File: config.mk
export PLATFORM = sky130hd
export DESIGN_NAME = tone_seq
export DESIGN_NICKNAME = d
export VERILOG_FILES = /design/src/rtl/tone_pkg.sv /design/src/rtl/tone_seq_phase_acc.sv /design/src/rtl/tone_seq.sv
export SDC_FILE = /design/constraint.sdc
export NUM_CORES = 1
export LEC_CHECK = 0
export CORE_AREA = 10 10 106 108
export DETAILED_ROUTE_END_ITERATION = 10
export DIE_AREA = 0 0 116 118
export GPL_TIMING_DRIVEN = 0
export PLACE_DENSITY_LB_ADDON = 0.1
export SYNTH_ARGS = -nofsm -noshare
export SYNTH_HDL_FRONTEND = slang
export SYNTH_SLANG_ARGS = --single-unit
export TNS_END_PERCENT = 20
File: constraint.sdc
create_clock -name clock -period 3.54 [get_ports clock]
set_input_delay 0.531 -clock clock [delete_from_list [all_inputs] [get_ports clock]]
set_output_delay 0.531 -clock clock [all_outputs]
set_load 0.05 [all_outputs]
File: src/rtl/tone_pkg.sv
// Shared types, song data and small helpers for the four-voice tone sequencer.
package tone_pkg;

  typedef enum logic {ST_IDLE = 1'b0, ST_PLAY = 1'b1} state_t;

  localparam logic [14:0] LFSR_SEED = 15'h7FFF;
  // Taps x^15 + x^14 + 1 select register bits 14 and 13.
  localparam logic [14:0] LFSR_TAPS = 15'h6000;

  function automatic logic [11:0] note_inc(input logic [4:0] note);
    case (note)
      5'd0:  note_inc = 12'h000;  5'd1:  note_inc = 12'h0AB;  5'd2:  note_inc = 12'h0B5;
      5'd3:  note_inc = 12'h0C0;  5'd4:  note_inc = 12'h0CB;  5'd5:  note_inc = 12'h0D7;
      5'd6:  note_inc = 12'h0E4;  5'd7:  note_inc = 12'h0F2;  5'd8:  note_inc = 12'h100;
      5'd9:  note_inc = 12'h10F;  5'd10: note_inc = 12'h11F;  5'd11: note_inc = 12'h130;
      5'd12: note_inc = 12'h142;  5'd13: note_inc = 12'h155;  5'd14: note_inc = 12'h169;
      5'd15: note_inc = 12'h17E;  5'd16: note_inc = 12'h195;  5'd17: note_inc = 12'h1AD;
      5'd18: note_inc = 12'h1C6;  5'd19: note_inc = 12'h1E1;  5'd20: note_inc = 12'h1FD;
      5'd21: note_inc = 12'h21B;  5'd22: note_inc = 12'h23B;  5'd23: note_inc = 12'h25D;
      5'd24: note_inc = 12'h281;  5'd25: note_inc = 12'h2A7;  5'd26: note_inc = 12'h2CF;
      5'd27: note_inc = 12'h2FA;  5'd28: note_inc = 12'h328;  5'd29: note_inc = 12'h358;
      5'd30: note_inc = 12'h38B;  5'd31: note_inc = 12'h3C1;
      default: note_inc = 12'h000;
    endcase
  endfunction

  // Entry layout is {drum, note[4:0]}.
  function automatic logic [5:0] song_entry(input logic [3:0] idx);
    case (idx)
      4'd0:  song_entry = {1'b0, 5'd8};   4'd1:  song_entry = {1'b0, 5'd8};
      4'd2:  song_entry = {1'b1, 5'd0};   4'd3:  song_entry = {1'b0, 5'd12};
      4'd4:  song_entry = {1'b1, 5'd15};  4'd5:  song_entry = {1'b0, 5'd0};
      4'd6:  song_entry = {1'b1, 5'd20};  4'd7:  song_entry = {1'b0, 5'd13};
      4'd8:  song_entry = {1'b1, 5'd8};   4'd9:  song_entry = {1'b0, 5'd10};
      4'd10: song_entry = {1'b1, 5'd0};   4'd11: song_entry = {1'b0, 5'd31};
      4'd12: song_entry = {1'b1, 5'd24};  4'd13: song_entry = {1'b0, 5'd17};
      4'd14: song_entry = {1'b1, 5'd1};   4'd15: song_entry = {1'b0, 5'd5};
      default: song_entry = 6'h00;
    endcase
  endfunction

  function automatic logic [14:0] lfsr_next(input logic [14:0] l);
    lfsr_next = {l[13:0], ^(l & LFSR_TAPS)};
  endfunction

  function automatic logic [3:0] tri_fold(input logic msb, input logic [3:0] t);
    tri_fold = msb ? ~t : t;
  endfunction

endpackage

File: src/rtl/tone_seq_phase_acc.sv
// Phase accumulator for one voice; clear takes priority over advance.
module phase_acc #(
  parameter int PHASE_W = 12
) (
  input  logic               clock,
  input  logic               reset_n,
  input  logic               ena,
  input  logic               adv,
  input  logic               clr,
  input  logic [PHASE_W-1:0] inc,
  output logic [PHASE_W-1:0] phase
);

  logic [PHASE_W-1:0] r_phase;

  always_ff @(posedge clock) begin
    if (!reset_n) begin
      r_phase <= '0;
    end else if (ena) begin
      if (clr) begin
        r_phase <= '0;
      end else if (adv) begin
        r_phase <= r_phase + inc;
      end
    end
  end

  assign phase = r_phase;

endmodule

File: src/rtl/tone_seq.sv
// Four-voice tone sequencer: song ROM playback stepped once per scan-line strobe,
// producing triangle, two square and a gated-noise 4-bit sample stream.
module tone_seq
  import tone_pkg::*;
#(
  parameter int LINES_PER_NOTE = 1024,
  parameter int PHASE_W        = 12,
  parameter int SONG_LEN       = 16
) (
  input  logic       clock,
  input  logic       reset_n,
  input  logic       ena,
  input  logic       step,
  input  logic       run,
  output logic [3:0] s1,
  output logic [3:0] s2,
  output logic [3:0] s3,
  output logic [3:0] s4,
  output logic       beat,
  output logic       bar
);

  localparam int CNT_W = $clog2(LINES_PER_NOTE + 1);
  localparam int IDX_W = (SONG_LEN > 1) ? $clog2(SONG_LEN) : 1;

  state_t             r_state;
  logic [CNT_W-1:0]   r_line;
  logic [IDX_W-1:0]   r_idx;
  logic [14:0]        r_lfsr;
  logic [3:0]         r_s1, r_s2, r_s3, r_s4;
  logic               r_beat, r_bar;

  logic [5:0]         w_entry;
  logic               w_drum, w_rest, w_last, w_adv, w_clr;
  logic [PHASE_W-1:0] w_inc, w_inc_bass;
  logic [PHASE_W-1:0] w_ph1, w_ph2, w_ph3, w_ph1_nx, w_ph2_nx, w_ph3_nx;
  logic [14:0]        w_lfsr_nx;

  assign w_entry    = song_entry(4'(r_idx));
  assign w_drum     = w_entry[5];
  assign w_rest     = (w_entry[4:0] == 5'd0);
  assign w_inc      = PHASE_W'(note_inc(w_entry[4:0]));
  assign w_inc_bass = w_inc >> 1;
  assign w_adv      = (r_state == ST_PLAY) && run && step;
  assign w_clr      = !run;
  assign w_last     = (r_line == CNT_W'(LINES_PER_NOTE - 1));
  assign w_lfsr_nx  = lfsr_next(r_lfsr);

  // Samples are taken from the post-step phases so they land one clock after the strobe.
  assign w_ph1_nx = w_ph1 + w_inc;
  assign w_ph2_nx = w_ph2 + w_inc;
  assign w_ph3_nx = w_ph3 + w_inc_bass;

  phase_acc #(.PHASE_W(PHASE_W)) u_ph1 (
    .clock(clock), .reset_n(reset_n), .ena(ena), .adv(w_adv), .clr(w_clr),
    .inc(w_inc), .phase(w_ph1)
  );
  phase_acc #(.PHASE_W(PHASE_W)) u_ph2 (
    .clock(clock), .reset_n(reset_n), .ena(ena), .adv(w_adv), .clr(w_clr),
    .inc(w_inc), .phase(w_ph2)
  );
  phase_acc #(.PHASE_W(PHASE_W)) u_ph3 (
    .clock(clock), .reset_n(reset_n), .ena(ena), .adv(w_adv), .clr(w_clr),
    .inc(w_inc_bass), .phase(w_ph3)
  );

  always_ff @(posedge clock) begin
    if (!reset_n) begin
      r_state <= ST_IDLE;
      r_line  <= '0;
      r_idx   <= '0;
      r_lfsr  <= LFSR_SEED;
      r_s1    <= 4'h0;
      r_s2    <= 4'h0;
      r_s3    <= 4'h0;
      r_s4    <= 4'h0;
      r_beat  <= 1'b0;
      r_bar   <= 1'b0;
    end else begin
      r_beat <= 1'b0;
      r_bar  <= 1'b0;
      if (ena) begin
        case (r_state)
          ST_IDLE: begin
            if (run) r_state <= ST_PLAY;
          end
          ST_PLAY: begin
            if (!run) begin
              r_state <= ST_IDLE;
              r_line  <= '0;
              r_idx   <= '0;
              r_s1    <= 4'h0;
              r_s2    <= 4'h0;
              r_s3    <= 4'h0;
              r_s4    <= 4'h0;
            end else if (step) begin
              r_lfsr <= w_lfsr_nx;
              if (w_last) begin
                r_line <= '0;
                r_idx  <= r_idx + IDX_W'(1);
                r_beat <= 1'b1;
                r_bar  <= (r_idx == IDX_W'(SONG_LEN - 1));
              end else begin
                r_line <= r_line + CNT_W'(1);
              end
              r_s1 <= w_rest ? 4'h0 : tri_fold(w_ph1_nx[PHASE_W-1], w_ph1_nx[PHASE_W-2 -: 4]);
              r_s2 <= w_rest ? 4'h0 : {4{w_ph2_nx[PHASE_W-1]}};
              r_s3 <= w_rest ? 4'h0 : {4{w_ph3_nx[PHASE_W-1]}};
              r_s4 <= w_drum ? {4{w_lfsr_nx[0]}} : 4'h0;
            end
          end
          default: r_state <= ST_IDLE;
        endcase
      end
    end
  end

  assign s1   = r_s1;
  assign s2   = r_s2;
  assign s3   = r_s3;
  assign s4   = r_s4;
  assign beat = r_beat;
  assign bar  = r_bar;

endmodule

Fig. 1: I/O nets highlighted
Scale bar: 20 µm.
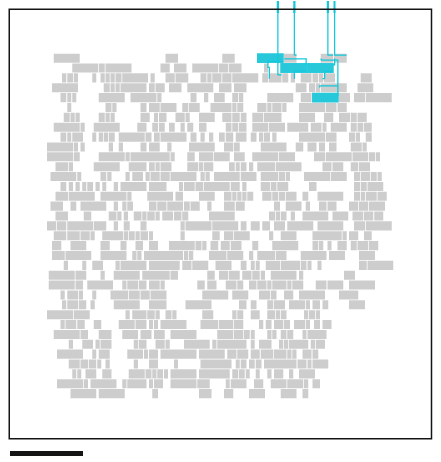
[cyan] s1 | bits: 4 | direction: output | end cells: 4 | wire: 110 µm

Fig. 2: routed metal, one color a layer
Two of the layers only.
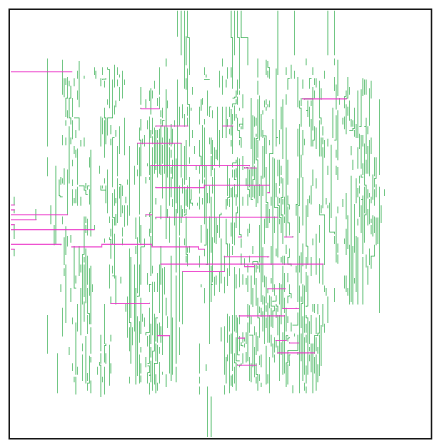
[magenta] metal 3 | wire length: 386 µm
[green] metal 2 | wire length: 5480 µm
DR WL/cell: 15.1 µm
total number of vias: 4248
final wirelength: 11.4 mm
total global-route track usage: 0.164

==> GITHUB_STEP_SUMMARY <==
### Flow metrics

| Metric | Value |
|---|---|
| Max rail drop VDD | `225 µV` |
| Root buf cell | `clkbuf_8` |
| Min Clock Period, post-route | `3.39 ns` |
| # clock sinks | `82` |
| Critical-path maximum fanout | `6` |
| Clock Pin Slew Worst Setup and Hold Paths | `0.09 ns` |
| Hold_buf cts | `0` |
| Setup WS pre-CTS | `-0.807 ns` |
| Worst-Skew Late Latency | `0.36 ns` |
| H-tree levels | `3` |
| Min Hold Slack | `0.453 ns` |
| Mapped Cells | `596` |
| Nets@finish | `689` |
| Ys flops | `82` |
| I/O pins | `23` |
| CTS tree | `built` |
| Setup violators final | `0` |
| YS chip area | `4940 µm²` |
| DRC | `0` |
| Synth area leader | `dfxtp_1` |
| Placer Congestion | `0.872` |
| Final max-slew violation count | `0` |
| Outcome | `finished clean` |
| Worst EP arrival | `3.62 ns` |
| Pre-placement core utilization | `0.542` |
| Crit Reg-Reg Startpoint | `w_entry[0]` |
| Least-Margin Pin Slew | `0.738 ns` |
| YS warnings | `0` |
| Fin. Hold Viols | `0` |
| DR pass1 iterations | `4` |
| Vias in the first global route | `3822` |
| Peak Freq | `295 MHz` |
| CTS Buf Count | `9` |
| Post-synthesis average cell area | `8.29 µm²` |
| CP Capture Type | `flop` |
| Synth Flop Type | `dfxtp_1` |
| PwrDens | `313 nW/µm²` |
| Top-area cell share | `0.332` |
| Largest net degree at the start of global routing | `16` |
| Max_slew headroom | `0.505` |
| Crit path kind | `reg2reg` |
| Max Clock Skew | `0.0191 ns` |
| Die Width | `116 µm` |
| Crit path capture | `s1[3]` |
| Count of tool warnings | `36` |
Fig. 3: M1 wires
Scale bar: 20 µm. Supply wires on this layer in gray.
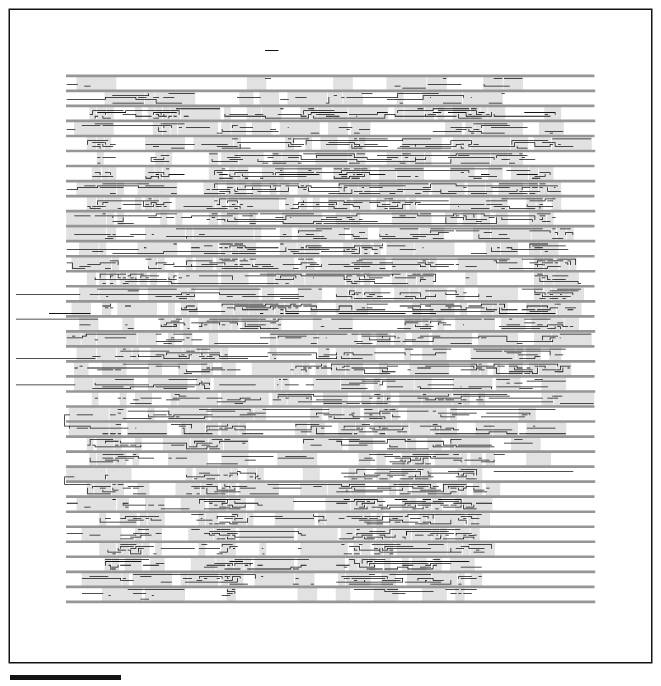
main direction: horizontal
longest straight run: 46.0 µm

final cells by class:
type | instances | area (µm²) | share of cell area
plain buffers | 29 | 165 | 0.0289
clock buffers | 10 | 138 | 0.0241
clock inverters | 6 | 96.3 | 0.0169
inverters | 28 | 105 | 0.0184
multi-input cells | 457 | 3140 | 0.549
flip-flops and latches | 82 | 1650 | 0.289
well taps | 111 | 139 | 0.0243
repair buffers | 31 | 285 | 0.0499
logic make-up (layout without fill, tap and decap cells):
family,after synthesis,in the layout,synth area share
xor+xnor,41,41,0.0765
buf+inv,57,104,0.0519
fa+ha+maj,46,46,0.121
flops,82,82,0.332
simple gates,209,209,0.199
compound gates,154,154,0.201
mux,7,7,0.0182
flip-flops by register name, summed over array words and instances (netlist names):
register / cells
r_lfsr: 15
u_ph1.phase: 12
u_ph2.phase: 12
u_ph3.phase: 12
r_line: 11
w_entry: 6
r_idx: 4
s1: 4
bar: 1
beat: 1
r_state: 1
s2: 1
s3: 1
s4: 1
layout by cell type (no fill, tap or decap), types with 16 or more instances in the layout:
cell / Yosys / layout
a21oi_1: 38 / 36
buf_4: 11 / 21
clkdlybuf4s50_1: 0 / 21
dfxtp_1: 82 / 80
ha_1: 43 / 40
inv_1: 24 / 23
nand2_1: 82 / 82
nand3_1: 20 / 20
nor2_1: 51 / 50
nor2b_1: 19 / 19
o21ai_0: 40 / 34
xnor2_1: 16 / 16
xor2_1: 24 / 23
critical path, stage by stage (launching register included):
cell and delay, ns:
dfxtp_4 0.38, inv_2 0.08, ha_4 0.32, nor2_1 0.07, a21o_1 0.17, a221o_1 0.29
nand2_1 0.08, o21a_4 0.16, ha_1 0.26, a211oi_2 0.30, o211ai_1 0.12, nand2_1 0.11
a21boi_1 0.10, o21ai_2 0.24, xor2_2 0.31, xor2_1 0.19, o21ai_0 0.09
report_power, final:
part	switching [mW]	total [mW]	internal (mW)
Clock	0.365	0.791	0.425
Sequential	0.00380	0.930	0.926
Combinational	0.0468	0.0671	0.0203
routing by layer:
metal	GRT usage	routed length [µm]
met5	0	0
met1	0.219	5400
met4	0.0469	146
met3	0.0347	385
met2	0.257	5480
repair_timing:
action                     4_1_cts  5_1_grt
setup endpoints to repair       27       14
setup buffers                    3        7
pin swaps                        3        9
resized                         19       29
worst min-delay path by stage:
stage | end | cells after the start | slack, ns | from
2_1_floorplan | s4[2] | 2 | 0.43 | w_entry[5]
3_3_place_gp | s1[1] | 2 | 0.44 | s1[1]
3_5_place_dp | s1[1] | 2 | 0.45 | s1[1]
4_1_cts | s1[1] | 2 | 0.46 | s1[1]
5_1_grt | s1[1] | 2 | 0.48 | s1[1]
6_report | s1[1] | 2 | 0.45 | s1[1]
stage by stage:
step                utilization  std cells  cell area (µm²)  TNS (ns)  power, mW
finish                    0.627        754             5710         0       1.79
global route              0.627        754             5710    -0.385       1.85
CTS                       0.614        747             5590         0       1.80
detailed placement        0.581        728             5290    -11.46       1.02
global placement          0.581        728             5290     -7.78       1.02
floorplan                     -        596             4940         0      0.997
Power is estimated from default activity; no workload was simulated.
